## src/rtl/div_check_scheduler.sv

```systemverilog
// -----------------------------------------------------------------------------
// div_check_scheduler
//
// Purpose:
//   Shares one bit-serial mod-DIVISOR residue engine between NUM_REQ
//   requesters. Requesters offer parallel words over valid/ready. The
//   scheduler grants them round-robin, shifts the granted word MSB-first
//   through the residue recurrence (2*r + b, one conditional subtract per bit),
//   and returns a divisibility result tagged with the requester index.
//
// Parameters:
//   NUM_REQ    number of requesters (2..16)
//   DATA_WIDTH word width in bits (>= 1)
//   DIVISOR    modulus (>= 2)
//
// Optional feature macro:
//   DIV_SCHED_REM_OUT_EN  when defined, adds the rsp_rem output carrying the
//                         final residue. When undefined, the port and its
//                         register are absent; everything else is identical.
//
// Ports:
//   clk        in   clock, rising edge
//   resetn     in   asynchronous active-low reset
//   req_valid  in   [NUM_REQ]             per-requester word offered
//   req_data   in   [NUM_REQ*DATA_WIDTH]  requester i word at [i*DATA_WIDTH +: DATA_WIDTH]
//   req_ready  out  [NUM_REQ]             one-hot grant/accept strobe (IDLE only)
//   rsp_valid  out                        result available (RESP state)
//   rsp_ready  in                         consumer accepts result
//   rsp_id     out  [ID_W]                index of the served requester
//   rsp_div    out                        1 when word mod DIVISOR == 0
//   rsp_rem    out  [REM_W]               word mod DIVISOR (macro builds only)
//   busy       out                        high whenever not IDLE
// -----------------------------------------------------------------------------
module div_check_scheduler #(
  parameter int NUM_REQ    = 4,
  parameter int DATA_WIDTH = 8,
  parameter int DIVISOR    = 5,
  localparam int ID_W      = (NUM_REQ > 1) ? $clog2(NUM_REQ) : 1,
  localparam int REM_W     = (DIVISOR > 2) ? $clog2(DIVISOR) : 1
) (
  input  logic                             clk,
  input  logic                             resetn,
  input  logic [NUM_REQ-1:0]               req_valid,
  input  logic [NUM_REQ*DATA_WIDTH-1:0]    req_data,
  output logic [NUM_REQ-1:0]               req_ready,
  output logic                             rsp_valid,
  input  logic                             rsp_ready,
  output logic [ID_W-1:0]                  rsp_id,
  output logic                             rsp_div,
`ifdef DIV_SCHED_REM_OUT_EN
  output logic [REM_W-1:0]                 rsp_rem,
`endif
  output logic                             busy
);

  // Bit counter must hold DATA_WIDTH-1.
  localparam int CNT_W = (DATA_WIDTH > 1) ? $clog2(DATA_WIDTH) : 1;

  // Modulus at the width of the doubled residue (2*r+b < 2*DIVISOR fits here).
  localparam logic [REM_W:0] DIV_C = (REM_W+1)'(DIVISOR);

  typedef enum logic [1:0] {
    ST_IDLE,
    ST_SHIFT,
    ST_RESP
  } state_e;

  // ---------------------------------------------------------------------------
  // State
  // ---------------------------------------------------------------------------
  state_e                  state_q,   state_d;
  logic [ID_W-1:0]         rr_ptr_q,  rr_ptr_d;
  logic [DATA_WIDTH-1:0]   shreg_q,   shreg_d;
  logic [REM_W-1:0]        residue_q, residue_d;
  logic [CNT_W-1:0]        bit_cnt_q, bit_cnt_d;
  logic [ID_W-1:0]         rsp_id_q,  rsp_id_d;
  logic                    rsp_div_q, rsp_div_d;
`ifdef DIV_SCHED_REM_OUT_EN
  logic [REM_W-1:0]        rsp_rem_q, rsp_rem_d;
`endif

  // ---------------------------------------------------------------------------
  // Unpack the flat request bus into one word per requester
  // ---------------------------------------------------------------------------
  logic [DATA_WIDTH-1:0] req_word [NUM_REQ];

  always_comb begin
    for (int i = 0; i < NUM_REQ; i++) begin
      req_word[i] = req_data[i*DATA_WIDTH +: DATA_WIDTH];
    end
  end

  // ---------------------------------------------------------------------------
  // Round-robin arbiter: first valid index at or after rr_ptr, wrapping.
  // The candidate sum is one bit wider so rr_ptr+k never overflows before the
  // modulo-NUM_REQ wrap, which also covers non-power-of-two NUM_REQ.
  // ---------------------------------------------------------------------------
  logic            grant_found;
  logic [ID_W-1:0] grant_idx;
  logic [ID_W:0]   cand_sum;
  logic [ID_W-1:0] cand_idx;

  always_comb begin
    // NOTE: every signal written in an always_comb gets a default before any
    // conditional assignment; otherwise synthesis infers a latch.
    grant_found = 1'b0;
    grant_idx   = '0;
    cand_sum    = '0;
    cand_idx    = '0;
    for (int k = 0; k < NUM_REQ; k++) begin
      cand_sum = {1'b0, rr_ptr_q} + (ID_W+1)'(k);
      if (cand_sum >= (ID_W+1)'(NUM_REQ)) begin
        cand_sum = cand_sum - (ID_W+1)'(NUM_REQ);
      end
      cand_idx = cand_sum[ID_W-1:0];
      if (!grant_found && req_valid[cand_idx]) begin
        grant_found = 1'b1;
        grant_idx   = cand_idx;
      end
    end
  end

  // ---------------------------------------------------------------------------
  // Residue recurrence step: t = 2*r + b, then one conditional subtract.
  // ---------------------------------------------------------------------------
  logic [REM_W:0]   t_val;
  logic [REM_W-1:0] res_step;

  assign t_val    = {residue_q, shreg_q[DATA_WIDTH-1]};
  assign res_step = (t_val >= DIV_C) ? REM_W'(t_val - DIV_C) : t_val[REM_W-1:0];

  // ---------------------------------------------------------------------------
  // FSM next-state and outputs
  // ---------------------------------------------------------------------------
  always_comb begin
    state_d   = state_q;
    rr_ptr_d  = rr_ptr_q;
    shreg_d   = shreg_q;
    residue_d = residue_q;
    bit_cnt_d = bit_cnt_q;
    rsp_id_d  = rsp_id_q;
    rsp_div_d = rsp_div_q;
`ifdef DIV_SCHED_REM_OUT_EN
    rsp_rem_d = rsp_rem_q;
`endif
    req_ready = '0;

    unique case (state_q)
      ST_IDLE: begin
        if (grant_found) begin
          req_ready[grant_idx] = 1'b1;
          shreg_d   = req_word[grant_idx];
          residue_d = '0;
          bit_cnt_d = CNT_W'(DATA_WIDTH - 1);
          rsp_id_d  = grant_idx;
          rr_ptr_d  = (grant_idx == ID_W'(NUM_REQ - 1)) ? '0 : grant_idx + ID_W'(1);
          state_d   = ST_SHIFT;
        end
      end

      ST_SHIFT: begin
        residue_d = res_step;
        shreg_d   = shreg_q << 1;
        bit_cnt_d = bit_cnt_q - CNT_W'(1);
        // Last bit: the result registers take the post-step residue so they
        // are valid in the same cycle rsp_valid rises.
        if (bit_cnt_q == '0) begin
          rsp_div_d = (res_step == '0);
`ifdef DIV_SCHED_REM_OUT_EN
          rsp_rem_d = res_step;
`endif
          state_d   = ST_RESP;
        end
      end

      ST_RESP: begin
        if (rsp_ready) begin
          state_d = ST_IDLE;
        end
      end

      default: begin
        state_d = ST_IDLE;
      end
    endcase
  end

  // ---------------------------------------------------------------------------
  // State registers
  // ---------------------------------------------------------------------------
  always_ff @(posedge clk or negedge resetn) begin
    if (!resetn) begin
      state_q   <= ST_IDLE;
      rr_ptr_q  <= '0;
      shreg_q   <= '0;
      residue_q <= '0;
      bit_cnt_q <= '0;
      rsp_id_q  <= '0;
      rsp_div_q <= 1'b0;
`ifdef DIV_SCHED_REM_OUT_EN
      rsp_rem_q <= '0;
`endif
    end else begin
      // NOTE: sequential state uses non-blocking assignments so every register
      // samples the pre-edge values, independent of statement order.
      state_q   <= state_d;
      rr_ptr_q  <= rr_ptr_d;
      shreg_q   <= shreg_d;
      residue_q <= residue_d;
      bit_cnt_q <= bit_cnt_d;
      rsp_id_q  <= rsp_id_d;
      rsp_div_q <= rsp_div_d;
`ifdef DIV_SCHED_REM_OUT_EN
      rsp_rem_q <= rsp_rem_d;
`endif
    end
  end

  // ---------------------------------------------------------------------------
  // Outputs
  // ---------------------------------------------------------------------------
  assign rsp_valid = (state_q == ST_RESP);
  assign busy      = (state_q != ST_IDLE);
  assign rsp_id    = rsp_id_q;
  assign rsp_div   = rsp_div_q;
`ifdef DIV_SCHED_REM_OUT_EN
  assign rsp_rem   = rsp_rem_q;
`endif

endmodule

```

## config.mk

```make
export PLATFORM = sky130hd
export DESIGN_NAME = div_check_scheduler
export DESIGN_NICKNAME = d
export VERILOG_FILES = /design/src/rtl/div_check_scheduler.sv
export SDC_FILE = /design/constraint.sdc
export NUM_CORES = 1
export LEC_CHECK = 0
export CELL_PAD_IN_SITES_DETAIL_PLACEMENT = 1
export CELL_PAD_IN_SITES_GLOBAL_PLACEMENT = 1
export CORE_MARGIN = 8
export CORE_UTILIZATION = 36
export CTS_CLUSTER_DIAMETER = 60
export CTS_CLUSTER_SIZE = 12
export DETAILED_ROUTE_END_ITERATION = 8
export MAX_ROUTING_LAYER = met4
export PLACE_DENSITY = 0.88
export SKIP_CTS_REPAIR_TIMING = 1
export SLEW_MARGIN = 10
export SYNTH_ARGS = -nofsm -noshare
export SYNTH_HDL_FRONTEND = slang
export SYNTH_SLANG_ARGS = --single-unit
```

## constraint.sdc

```tcl
create_clock -name clk -period 4.3 [get_ports clk]
set_input_delay 0.86 -clock clk [delete_from_list [all_inputs] [get_ports clk]]
set_output_delay 0.86 -clock clk [all_outputs]
set_load 0.02 [all_outputs]
```

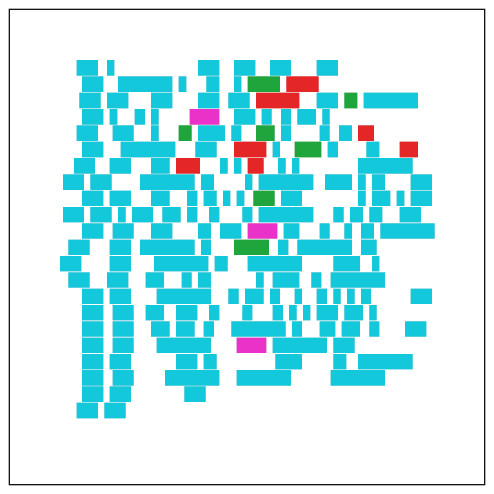
(run_1/sizing.png)
Scale: 6 px per µm.
| size | colour | cells |
|---|---|---|
| x3 and x4 | red | 7 |
| x1 and smaller | cyan | 174 |
| x6 and larger | magenta | 3 |
| x2 | green | 7 |

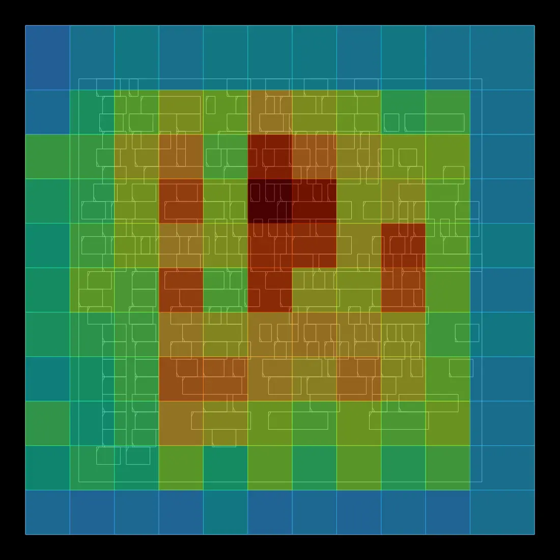
(run_1/congestion_map.png)
GR Util met3: 3.950%
met2 track demand over resource: 23.17%
post-layout util: 49.78%
gr busiest metal: met2
met1 GRT Util: 15.78%

==> impl_metrics.tcl, run 1 <==
# implementation run metrics
set metrics [dict create \
    outcome "finished clean" \
    yosys-top-cells-count "dfrtp_1 (21), mux2i_1 (16), nand2_1 (13)" \
    r2r_cells 6 \
    total_power_mw 1.174 \
    cts-buffers-inserted 3 \
    die_h_um 79 \
    ys_cells 146 \
    cts_root_buf "clkbuf_8" \
    postSynthAreaPerCell_um2 9.787 \
    crit_chain "clkdlybuf4s50_1 > a21oi_1 > o21ai_1 > o2bb2a_4 > ha_1 > and2_1 > clkdlybuf4s50_1" \
    ir_drop_mv 0.2340 \
    vias 1284 \
    fp_nets 190 \
    synth_cell_type_count 41 \
    ys_sh_xor_pct 0.6130 \
    cts_tree "yes" \
    routed_wirelength_um 4124 \
    grt_pass1_wl_um 6837 \
    finalSetupViolations 0 \
    timing.rr.start "shreg_q[7]" \
    adder_share_pct 4.378 \
    cts_buffer_depth 2 \
    final_area_um2 1948 \
    synthMuxAreaShare_pct 13.31 \
    power_frac_seq_pct 30.8 \
    syn_area_um2 1429 \
    initial_utilization_pct 36.51 \
    fin_nets 236 \
    swShare_pct 43.80 \
    clkPwrFrac_pct 11.8 \
    first_iter_violations 56 \
    critical_path.startpoint "req_valid[0]" \
    compound_area_share_pct 21.10 \
    maxSlewHeadroom_pct 34.68 \
    antenna_cells 0 \
    flop_cell "dfrtp_1" \
    cts_htree_levels 1 \
    clk_latency_ps 270 \
    dpl_cell_area_um2 1899 \
    synth_flops 21 \
    finalCritPeriodShare_pct 91.97 \
    cp_num_buf_inv 2 \
    cp_num_cells 7 \
    worstPathRequired_ps 3440 \
    route.detailed.wl_per_inst_um 17.11 \
    grt-ovfl-total 0 \
    min_path_type "reg2reg" \
    final_layout_size_suffix_gt1_share_pct 8.901 \
    fin_crit_ps 3955 \
    hold_slack_ps 474.2 \
    cp_max_fo 20 \
    port_buffers 47 \
    grt_max_degree 22 \
    ys_area_um2 1429 \
    p_leak_nw 0.8516 \
    coreArea_um2 3914 \
    path_clk_slew_ps 80 \
    topCombFamilyByArea "AND-OR/OR-AND gates" \
    critPathSlowestCell "clkdlybuf4s50_1" \
    p_int_uw 660.0 \
    min_from "bit_cnt_q[0]" \
    gp_congestion 0.7909 \
    hold_depth 1 \
    end_kind "output port" \
    synth_top_cell_by_count "dfrtp_1" \
    numClockSinks 21 \
    die_area_um2 6241 \
    critPathLaunchType "primary input" \
    grt_usage_pct 14.15 \
    synthArstFlopShare_pct 100.0 \
    cellPowerDensity_nw_per_um2 602.9 \
    synth_seq_share_pct 36.78 \
    rsz0062_at_grt "false" \
    area_growth_pct 36.34 \
    dp_hpwl_um 3224 \
    dp_cells 237 \
    simple_gate_area_share_pct 16.29 \
    rows 23 \
    path_class "in2out" \
    drv_slew 0 \
    synth.top_cell.area_share_pct 36.78 \
    log.warning_count 28 \
    edf_count 0 \
    grt_pass1_vias 1495 \
    cp_slowest_stage_delay_ps 600 \
    crit_end "req_ready[3]" \
    r2r_slack_ps 2520 \
    arrival_ps 3090 \
    top_area_cell "dfrtp_1" \
]
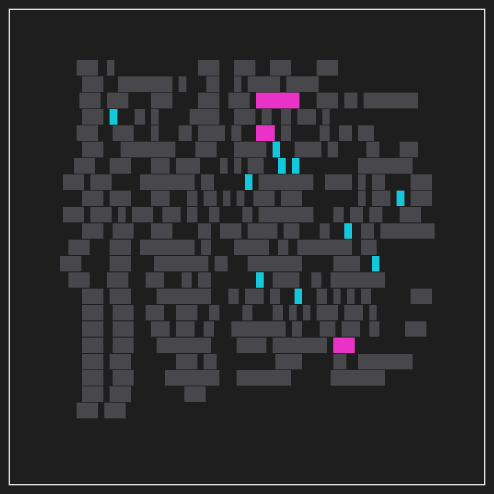
(run_1/gates.png)
Scale: 6 px per µm.
| family | colour | cells |
|---|---|---|
| inv cells | cyan | 10 |
| non-inverting ao/oa cells | magenta | 3 |

==> run 1: cell families (layout without fill, tap and decap cells) <==
logic type	Yosys count	after routing
adder cells (fa/ha/maj)	5	5
AND/OR/NAND/NOR	42	42
AND-OR/OR-AND	42	42
XOR/XNOR	1	1
flip-flops	21	21
multiplexers	18	18
buffers and inverters	17	62
==> run 1: final cells by class <==
type                       count  area, µm²
tap                           50      62.56
multi-input combinational    108      795.8
sequential                    21      525.5
fill                         469       1966
timing repair buffer          48      478.0
clock inverter                 1      7.507
clock buffer                   3      41.29
inverter                      10      37.54
==> run 1: layout by cell type (no fill, tap or decap), types with 2 or more instances in the layout <==
cell / instances
clkdlybuf4s50_1: 47
dfrtp_1: 21
mux2i_1: 16
nand2_1: 13
inv_1: 10
a21oi_1: 10
o21ai_1: 7
o221ai_1: 7
o21ai_0: 6
and3_1: 6
nor2_1: 5
ha_1: 5
nand2b_1: 3
nand3_1: 3
clkbuf_8: 3
mux2_4: 2
nor2b_1: 2
o2bb2ai_1: 2
==> run 1: power by group through the flow <==
| stage | Sequential, mW | Combinational [mW] | Clock, mW |
|---|---|---|---|
| after floorplan | 0.360 | 0.512 | 0 |
| after global placement | 0.356 | 0.642 | 0 |
| after detailed placement | 0.365 | 0.675 | 0 |
| after global routing | 0.376 | 0.747 | 0.149 |
| after CTS | 0.362 | 0.682 | 0.143 |
| final | 0.362 | 0.674 | 0.139 |
==> run 1: metal layers <==
metal  part of all wire (%)  routed length (µm)
met4                    3.1                 129
met3                    5.8                 238
met1                     44                1800
met5                      0                   0
met2                     47                1955
==> run 1: state kept, by name (all words and copies together), names as in the netlist <==
signal     cells
shreg_q        8
bit_cnt_q      3
rsp_div        1
state_q        2
residue_q      3
rr_ptr_q       2
rsp_id         2
==> inputs of run 2 (changes only) <==
--- a/config.mk
+++ b/config.mk
@@ -6,14 +6,15 @@
 export NUM_CORES = 1
 export LEC_CHECK = 0
 export CELL_PAD_IN_SITES_DETAIL_PLACEMENT = 1
-export CELL_PAD_IN_SITES_GLOBAL_PLACEMENT = 1
+export CELL_PAD_IN_SITES_GLOBAL_PLACEMENT = 2
 export CORE_MARGIN = 8
-export CORE_UTILIZATION = 36
+export CORE_UTILIZATION = 29
 export CTS_CLUSTER_DIAMETER = 60
 export CTS_CLUSTER_SIZE = 12
 export DETAILED_ROUTE_END_ITERATION = 8
+export GPL_ROUTABILITY_DRIVEN = 1
 export MAX_ROUTING_LAYER = met4
-export PLACE_DENSITY = 0.88
+export PLACE_DENSITY = 0.89
 export SKIP_CTS_REPAIR_TIMING = 1
 export SLEW_MARGIN = 10
 export SYNTH_ARGS = -nofsm -noshare
==> run 2 against run 1 <==
  * Worst setup slack improved by 59 ps
  * Area after synthesis did not move
  * Combinational power increased by 0.7%
  * Global-route usage down 2.9 points
  * Hold slack worse by 4.8 ps
  * Die area up 19%
  * Register-to-register slack improved by 40 ps
  * First-iteration DRC count shrank 43%
  * Non-clock buffer count is 1 higher
  * Count of clock-buffer cells in the layout stayed put
  * Largest cell class unchanged
==> impl_metrics.tcl, run 2 <==
# implementation run metrics
set metrics [dict create \
    largest_register_ffs 8 \
    routed_wirelength_um 3980 \
    min_path_type "reg2reg" \
    postSynthAreaPerCell_um2 9.787 \
    fin_nets 237 \
    log.warning_count 28 \
    outcome "finished clean" \
    crit_end "req_ready[3]" \
    cts_htree_levels 1 \
    r2r_cells 6 \
    synth_top_cell_by_count "dfrtp_1" \
    vias 1266 \
    cts_root_buf "clkbuf_8" \
    numClockSinks 21 \
    finalSetupViolations 0 \
    rows 25 \
    arrival_ps 3040 \
    p_leak_nw 0.8605 \
    fin_util_pct 41.80 \
    grt_pass1_wl_um 6762 \
    clk_latency_ps 260 \
    maxSlewHeadroom_pct 35.31 \
    path_class "in2out" \
    hold_slack_ps 469.4 \
    cts_tree "yes" \
    antenna_cells 0 \
    end_kind "output port" \
    grt_pass1_vias 1482 \
    clkPwrFrac_pct 11.3 \
    mostFrequentLayoutCells "clkdlybuf4s50_1 (47), dfrtp_1 (21), mux2i_1 (16)" \
    top_usage_layer "met2" \
    cts-buffers-inserted 3 \
    synth_seq_share_pct 36.78 \
    path_clk_slew_ps 80 \
    top_register "shreg_q" \
    p_int_uw 664.1 \
    timing.rr.start "state_q[0]" \
    grt-ovfl-total 0 \
    grt_usage_pct 11.30 \
    cp_max_fo 20 \
    fp_nets 190 \
    fin_crit_ps 3896 \
    grt_max_degree 22 \
    cellPowerDensity_nw_per_um2 593.8 \
    ys_area_um2 1429 \
    dp_hpwl_um 3228 \
    final_layout_size_suffix_gt1_share_pct 9.375 \
    die_h_um 86.20 \
    critical_path.startpoint "req_valid[0]" \
    power_frac_seq_pct 30.8 \
    edf_count 0 \
    initial_utilization_pct 30.25 \
    hold_depth 1 \
    synth_flops 21 \
    min_from "bit_cnt_q[0]" \
    syn_area_um2 1429 \
    critPathSlowestCell "clkdlybuf4s50_1" \
    critPathLaunchType "primary input" \
    synthArstFlopShare_pct 100.0 \
    dpl_cell_area_um2 1928 \
    top_area_cell "dfrtp_1" \
    grtUsageMet1_pct 12.93 \
    r2r_slack_ps 2560 \
    port_buffers 47 \
    dp_cells 255 \
    gp_congestion 0.8183 \
    fillers 551 \
    cp_slowest_stage_delay_ps 600 \
    synth.top_cell.area_share_pct 36.78 \
    drv_slew 0 \
    grtUsageMet2_pct 20.22 \
    total_power_mw 1.172 \
    rsz0062_at_grt "false" \
    synth_cell_type_count 41 \
    ys_cells 146 \
    first_iter_violations 32 \
    crit_chain "clkdlybuf4s50_1 > a21oi_1 > o21ai_1 > o2bb2a_4 > ha_1 > and2_1 > clkdlybuf4s50_1" \
    flop_cell "dfrtp_1" \
    use_met3_pct 2.457 \
    die_area_um2 7430 \
]
-- run 2: netlist changes by cell type in the layout (fill, tap and decap cells not counted) --
cell        previous run  this run
clkinv_2               0         1
buf_4                  1         2
clkinvlp_4             1         0
-- run 2: cells by family after synthesis --
family / after synthesis / synth area share, %
XOR/XNOR: 1 / 0.6131
adder cells (fa/ha/maj): 5 / 4.378
AND-OR/OR-AND: 42 / 21.10
buffers and inverters: 17 / 7.530
multiplexers: 18 / 13.31
flip-flops: 21 / 36.78
AND/OR/NAND/NOR: 42 / 16.29
-- run 2: layer usage --
layer | vias up | part of all wire (%)
li1 | 622 | -
met1 | 616 | 45
met4 | 0 | 0
met2 | 28 | 52
met5 | - | 0
met3 | 0 | 3.8
-- run 2: cell type report --
| cell class | count | area, µm² | area share [%] |
|---|---|---|---|
| clock buffers | 3 | 41.29 | 2.091 |
| repair buffers | 49 | 485.5 | 24.59 |
| flip-flops and latches | 21 | 525.5 | 26.62 |
| well taps | 67 | 83.83 | 4.246 |
| multi-input cells | 108 | 795.8 | 40.30 |
| clock inverters | 1 | 5.005 | 0.2535 |
| inverters | 10 | 37.54 | 1.901 |
-- run 2: power groups by stage --
stage / Sequential (mW) / Clock, mW / Combinational [mW]
3_5_place_dp: 0.366 / 0 / 0.686
4_1_cts: 0.362 / 0.136 / 0.692
6_report: 0.361 / 0.133 / 0.679
2_1_floorplan: 0.360 / 0 / 0.512
3_3_place_gp: 0.357 / 0 / 0.657
5_1_grt: 0.375 / 0.142 / 0.760
-- run 2: worst max-delay path: cells and delay by family --
| kind | cells | cell delay [ps] |
|---|---|---|
| AOI/OAI and AO/OA | 3 | 710 |
| adders and majority gates | 1 | 220 |
| and+or+nand+nor | 1 | 120 |
| buffers and inverters | 2 | 1120 |
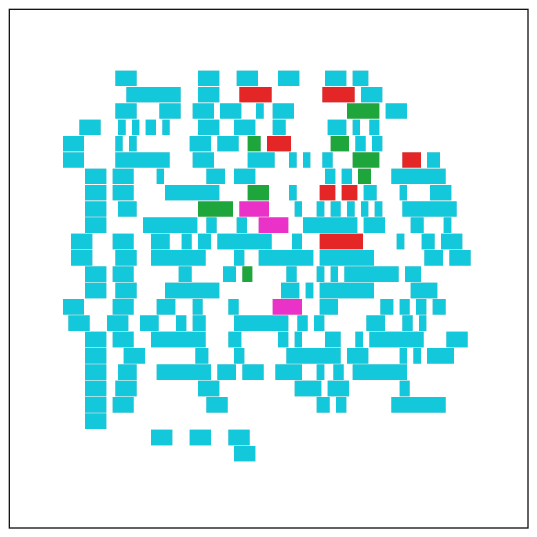
(run_2/sizing.png)
Scale: 6 px per µm.
| size | colour | cells |
|---|---|---|
| x1 and smaller | cyan | 174 |
| x6 and larger | magenta | 3 |
| x3 and x4 | red | 7 |
| x2 | green | 8 |
area delta synth->final: 38.18%
fin area: 1974 µm²

Power figures rest on the tool's default switching activity, not on a simulated workload.
